**config.mk**
```make
export PLATFORM = sky130hd
export DESIGN_NAME = din_filter
export DESIGN_NICKNAME = d
export VERILOG_FILES = /design/src/rtl/din_filter_pkg.sv /design/src/rtl/din_filter_ch.sv /design/src/rtl/din_filter.sv
export SDC_FILE = /design/constraint.sdc
export NUM_CORES = 1
export LEC_CHECK = 0
export CORE_ASPECT_RATIO = 0.5
export CORE_MARGIN = 5
export CORE_UTILIZATION = 48
export CTS_CLUSTER_SIZE = 30
export DETAILED_ROUTE_END_ITERATION = 7
export GPL_TIMING_DRIVEN = 0
export MAX_ROUTING_LAYER = met4
export PLACE_DENSITY_LB_ADDON = 0.08
export SLEW_MARGIN = 20
export SYNTH_ARGS = -nofsm -noshare
export SYNTH_HDL_FRONTEND = slang
export SYNTH_SLANG_ARGS = --single-unit
```
**constraint.sdc**
```tcl
create_clock -name CLK -period 1.4 [get_ports CLK]
set_clock_uncertainty 0.2 [all_clocks]
set_input_delay 0.28 -clock CLK [delete_from_list [all_inputs] [get_ports CLK]]
set_output_delay 0.28 -clock CLK [all_outputs]
set_load 0.02 [all_outputs]
```
**src/rtl/din_filter_pkg.sv**
```systemverilog
// rtl/din_filter_pkg.sv - default constants and configuration legality check for din_filter
package din_filter_pkg;

   localparam int N_CH_DEF        = 9;
   localparam int SYNC_STAGES_DEF = 2;
   localparam int DEB_W_DEF       = 4;
   localparam int DEB_CNT_DEF     = 8;

   // DEB_CNT must be reachable by a DEB_W-bit counter without wrapping
   function automatic bit deb_cfg_ok(input int n_ch, input int sync_stages,
                                     input int deb_w, input int deb_cnt);
      return (n_ch >= 1) && (n_ch <= 32) &&
             (sync_stages >= 2) && (sync_stages <= 3) &&
             (deb_w >= 1) && (deb_w <= 30) &&
             (deb_cnt >= 1) && (deb_cnt <= (1 << deb_w) - 1);
   endfunction

endpackage

```
**src/rtl/din_filter_ch.sv**
```systemverilog
// rtl/din_filter_ch.sv - one channel: synchroniser, debounce counter, output flop, sticky change flag
module din_filter_ch
   import din_filter_pkg::*;
#(
   parameter int SYNC_STAGES = SYNC_STAGES_DEF,
   parameter int DEB_W       = DEB_W_DEF,
   parameter int DEB_CNT     = DEB_CNT_DEF
) (
   input  logic clk,
   input  logic rst_n,
   input  logic din,
   input  logic clr,
   input  logic bypass,
   output logic dout,
   output logic flag,
   output logic flag_nxt
);

   localparam logic [DEB_W-1:0] CNT_LAST = DEB_W'(DEB_CNT - 1);

   logic [SYNC_STAGES-1:0] sync_ff;
   logic [DEB_W-1:0]       cnt;
   logic                   dout_d;
   logic                   sync;

   assign sync = sync_ff[SYNC_STAGES-1];

   // Set wins over clear: a toggle seen this cycle always lands in the flag
   assign flag_nxt = (dout ^ dout_d) | (flag & ~clr);

   always_ff @(posedge clk or negedge rst_n) begin
      if (!rst_n) begin
         sync_ff <= '0;
         cnt     <= '0;
         dout    <= 1'b0;
         dout_d  <= 1'b0;
         flag    <= 1'b0;
      end else begin
         sync_ff <= {sync_ff[SYNC_STAGES-2:0], din};
         dout_d  <= dout;
         flag    <= flag_nxt;
         if (bypass) begin
            dout <= sync;
            cnt  <= '0;
         end else if (sync == dout) begin
            cnt <= '0;
         end else if (cnt == CNT_LAST) begin
            dout <= sync;
            cnt  <= '0;
         end else begin
            cnt <= cnt + 1'b1;
         end
      end
   end

endmodule

```
**src/rtl/din_filter.sv**
```systemverilog
// rtl/din_filter.sv - connector input conditioner; optional BYPASS port under DIN_FILTER_BYPASS_EN
module din_filter
   import din_filter_pkg::*;
#(
   parameter int N_CH        = N_CH_DEF,
   parameter int SYNC_STAGES = SYNC_STAGES_DEF,
   parameter int DEB_W       = DEB_W_DEF,
   parameter int DEB_CNT     = DEB_CNT_DEF
) (
   input  logic            CLK,
   input  logic            RST_N,
   input  logic [N_CH-1:0] IO_IN,
   output logic [N_CH-1:0] IO_OUT,
   input  logic [N_CH-1:0] GRP_MASK,
   output logic            GRP_OUT,
   input  logic [N_CH-1:0] CHG_CLR,
   output logic [N_CH-1:0] CHG_FLAG,
   output logic            IRQ
`ifdef DIN_FILTER_BYPASS_EN
   ,
   input  logic            BYPASS
`endif
);

   logic [N_CH-1:0] flag_nxt;
   logic            bypass;

`ifdef DIN_FILTER_BYPASS_EN
   assign bypass = BYPASS;
`else
   assign bypass = 1'b0;
`endif

   if (!deb_cfg_ok(N_CH, SYNC_STAGES, DEB_W, DEB_CNT)) begin : g_bad_cfg
      $error("din_filter: illegal parameter set");
   end

   for (genvar i = 0; i < N_CH; i++) begin : g_ch
      din_filter_ch #(
         .SYNC_STAGES (SYNC_STAGES),
         .DEB_W       (DEB_W),
         .DEB_CNT     (DEB_CNT)
      ) u_ch (
         .clk      (CLK),
         .rst_n    (RST_N),
         .din      (IO_IN[i]),
         .clr      (CHG_CLR[i]),
         .bypass   (bypass),
         .dout     (IO_OUT[i]),
         .flag     (CHG_FLAG[i]),
         .flag_nxt (flag_nxt[i])
      );
   end

   // An empty mask would make the AND vacuously true, so it forces 0 instead
   always_ff @(posedge CLK or negedge RST_N) begin
      if (!RST_N) begin
         GRP_OUT <= 1'b0;
         IRQ     <= 1'b0;
      end else begin
         GRP_OUT <= (GRP_MASK != '0) ? &(IO_OUT | ~GRP_MASK) : 1'b0;
         IRQ     <= |flag_nxt;
      end
   end

endmodule

```
Fig. 1: run 1, cells by drive strength
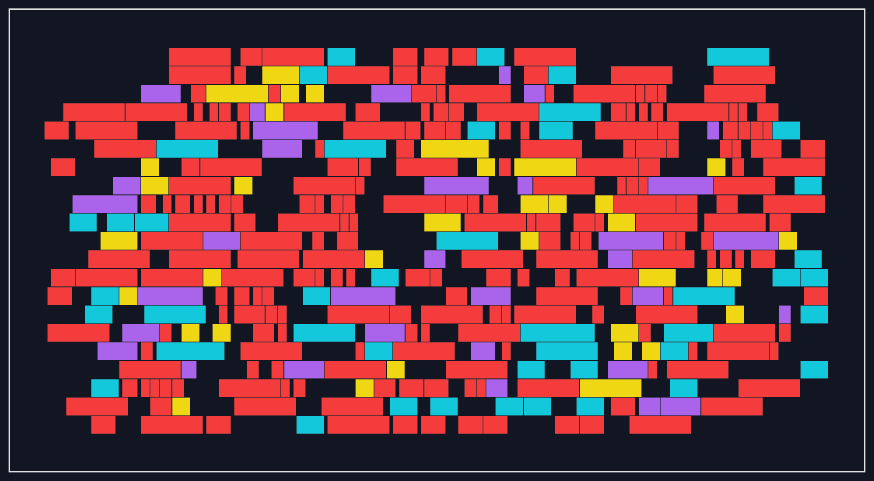
Key: cyan = x6 and larger [cells 44, most used buf_6]; yellow = x3 and x4 [cells 36, most used buf_4]; red = x1 and smaller [cells 238, most used dfrtp_1]; purple = x2 [cells 33, most used xnor2_2]

Fig. 2: run 1, selected gate families
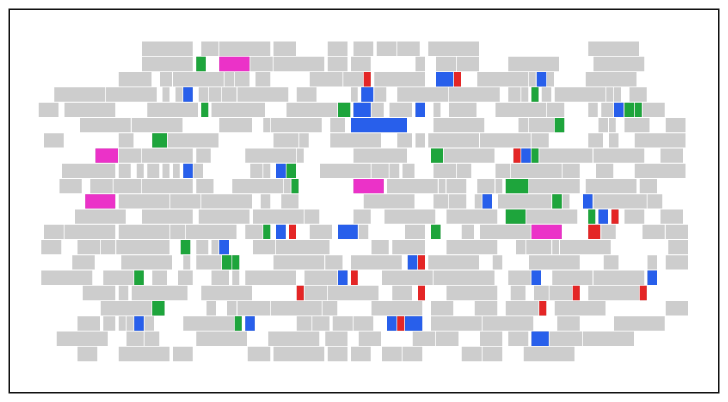
Key: magenta = mux cells [cells 5]; blue = aoi and oai cells [cells 26]; red = inv cells [cells 14]; green = nand cells [cells 24]

==> metrics.yaml, run 1 <==
finalSetupViolCount: 11
core_sq_um: 6620
cts.clk_slew.worst_paths_ns: 0.06
drive_gt1_frac: 0.322
syn_to_final_growth_pct: 40.9
final_nets: 385
end_kind: "primary output"
drc: 0
cts_tree: "done"
numSynthFlops: 83
die_x_um: 126
slowest_delay_ns: 0.39
area_leaders: "dfrtp_1 (64%), xnor2_1 (7.3%), buf_4 (4.2%), ha_1 (3.5%), nor2_1 (3.4%)"
grt_use_met2: 0.306
antenna_found_initial: 0
cp_max_fo: 2
grt_pass1_vias: 2254
initCoreUtil: 0.490
dieHeight_um: 68.1
seq_cells: 83
violations: "negative setup slack"
synth.distinct_cells: 24
leakagePower_nw: 2.07
peakVddDrop_uv: 989
finalCriticalPeriod_ns: 1.57
largest_class: "registers"
synthMuxAreaShare: 0.0174
ys_area_sq_um: 3240
dp_slack_ns: -0.399
dieArea_sq_um: 8600
worst_slack_ns: -0.174
largest_register_ffs: 36
hold_viol_final: 0
flop_area_sq_um: 2090
hp-start: "g_ch[3].u_ch.sync_ff[0]$_DFF_PN0_"
p_total_w: 0.00968
cp_slowest_cell: "dfrtp_1"
track_usage: 0.173
grt_max_degree: 48
status: "finished with violations"
top_layer_used: "met4"
slew_headroom: 0.754
port_buffers: 48
place.gp.congestion: 0.748
path_common_cell: "buf_4"
arrival_ns: 1.09
fin_tns_setup_ns: -0.993
Fig. 3: run 1, sequential cells grouped by signal name
Bar = 50 um. Other sequential cells in the stronger grey, the rest of the logic in the fainter grey.
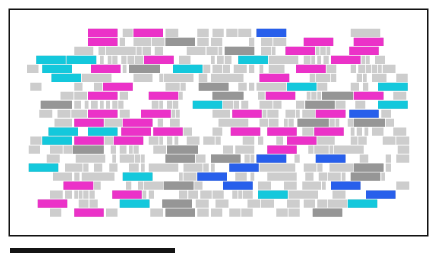
Key: magenta = `g_ch.u_ch.cnt` [sequential cells 36]; cyan = `g_ch.u_ch.sync_ff` [sequential cells 18, where spread over the die]; blue = `g_ch.u_ch.flag` [sequential cells 9]

[run 1: report_power, final]
group          internal [W]  total, W  switching [W]
combinational       0.00205   0.00371        0.00166
clock               0.00147   0.00234       0.000872
sequential          0.00309   0.00364       0.000543
total               0.00661   0.00968        0.00308
[run 1: cells in the final DEF, fill, tap and decap left out, types with 3 or more instances in the layout]
cell,instances
buf_6,30
a21oi_1,9
nor2b_1,10
o21ai_2,3
nand3_1,9
o21ai_1,4
ha_1,4
nor2_4,3
o21ai_0,6
inv_1,13
nand2_1,9
buf_4,23
dfrtp_2,8
mux2_4,4
nor3_1,18
nor2_1,25
ha_4,3
xnor2_1,18
clkbuf_16,9
clkdlybuf4s50_1,27
xnor2_2,9
dfrtp_1,75
==> inputs of run 2 (changes only) <==
- ABC_AREA: not set -> 1
Fig. 4: run 2, metal layers overlaid
Only two layers are drawn.
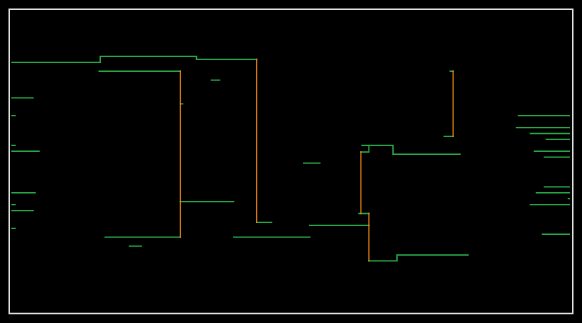
Key: orange = M4 [wire length 115 um]; green = M3 [wire length 311 um]

==> run 2 against run 1 <==
The flow still finishes with violations (negative setup slack). Final cell count rose by 10%. Synthesized cell count rose by 24%. Largest cell class unchanged. Critical endpoint is now IO_OUT[0]. Core utilization fell by 4.1 points.
==> metrics.yaml, run 2 <==
status: "finished with violations"
port_buffers: 48  # unchanged
leakagePower_nw: 2.24  # +8.5%
finalSetupViolCount: 6  # -5
largest_register_ffs: 36  # unchanged
p_comb_w: 0.00296  # -20%
place.gp.congestion: 0.722  # -3.5%
top_power_group: "registers"
p_total_w: 0.00860  # -11%
p_clk_frac: 0.250  # +0.009
syn_to_final_growth_pct: 29.6
seq_cells: 83  # unchanged
area_leaders: "dfrtp_1 (61%), nor2_1 (6.5%), inv_1 (5.1%), nand2_1 (4.9%), xnor2_1 (4.1%)"
flop_area_sq_um: 2080  # -0.18%
initCoreUtil: 0.501  # +0.0109
core_sq_um: 6780  # +2.4%
grt_use_met2: 0.250  # -0.0556
internal_power_w: 0.00573  # -13%
cp_slowest_cell: "dfrtp_2"
path_common_cell: "buf_6"
combPwrFrac: 0.344  # -0.039
violations: "negative setup slack"
antenna_found_initial: 0  # unchanged
top_layer_used: "met4"
drc: 0  # unchanged
worst_slack_ns: -0.0626  # +0.111 ns
seq-power_w: 0.00349  # -4%
switching_share: 0.334  # +0.0163
hold_viol_final: 0  # unchanged
synth.distinct_cells: 21  # -13%
grt_pass1_vias: 2392  # +6.1%
cp_max_fo: 2  # unchanged
finalCriticalPeriod_ns: 1.46  # -0.111 ns
layout_top_cells: "dfrtp_1 (78), nor2_1 (53), inv_1 (46)"
Fig. 5: run 2, routing congestion map
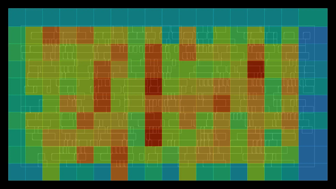
GR peak layer: met2
post-layout util: 0.649
M1 GR Usage: 0.192
WL/cell: 12.7 um

run 2: cell types whose count changed in the layout (fill, tap and decap cells not counted), sizes merged, moves of 10 or more:
cell,delta
buf,-17
inv,+35
nand2,+32
nor2,+31
nor2b,-11
nor3,-18
o21ai,-10
xnor2,-11
run 2: cell families (layout without fill, tap and decap cells):
family | count (synthesis) | after routing | synth area share
AND-OR/OR-AND | 15 | 15 | 0.0225
XOR/XNOR | 25 | 25 | 0.0645
adder cells (fa/ha/maj) | 9 | 9 | 0.0332
buffers and inverters | 67 | 131 | 0.0940
flip-flops | 83 | 83 | 0.612
multiplexers | 2 | 2 | 0.00663
AND/OR/NAND/NOR | 132 | 132 | 0.167
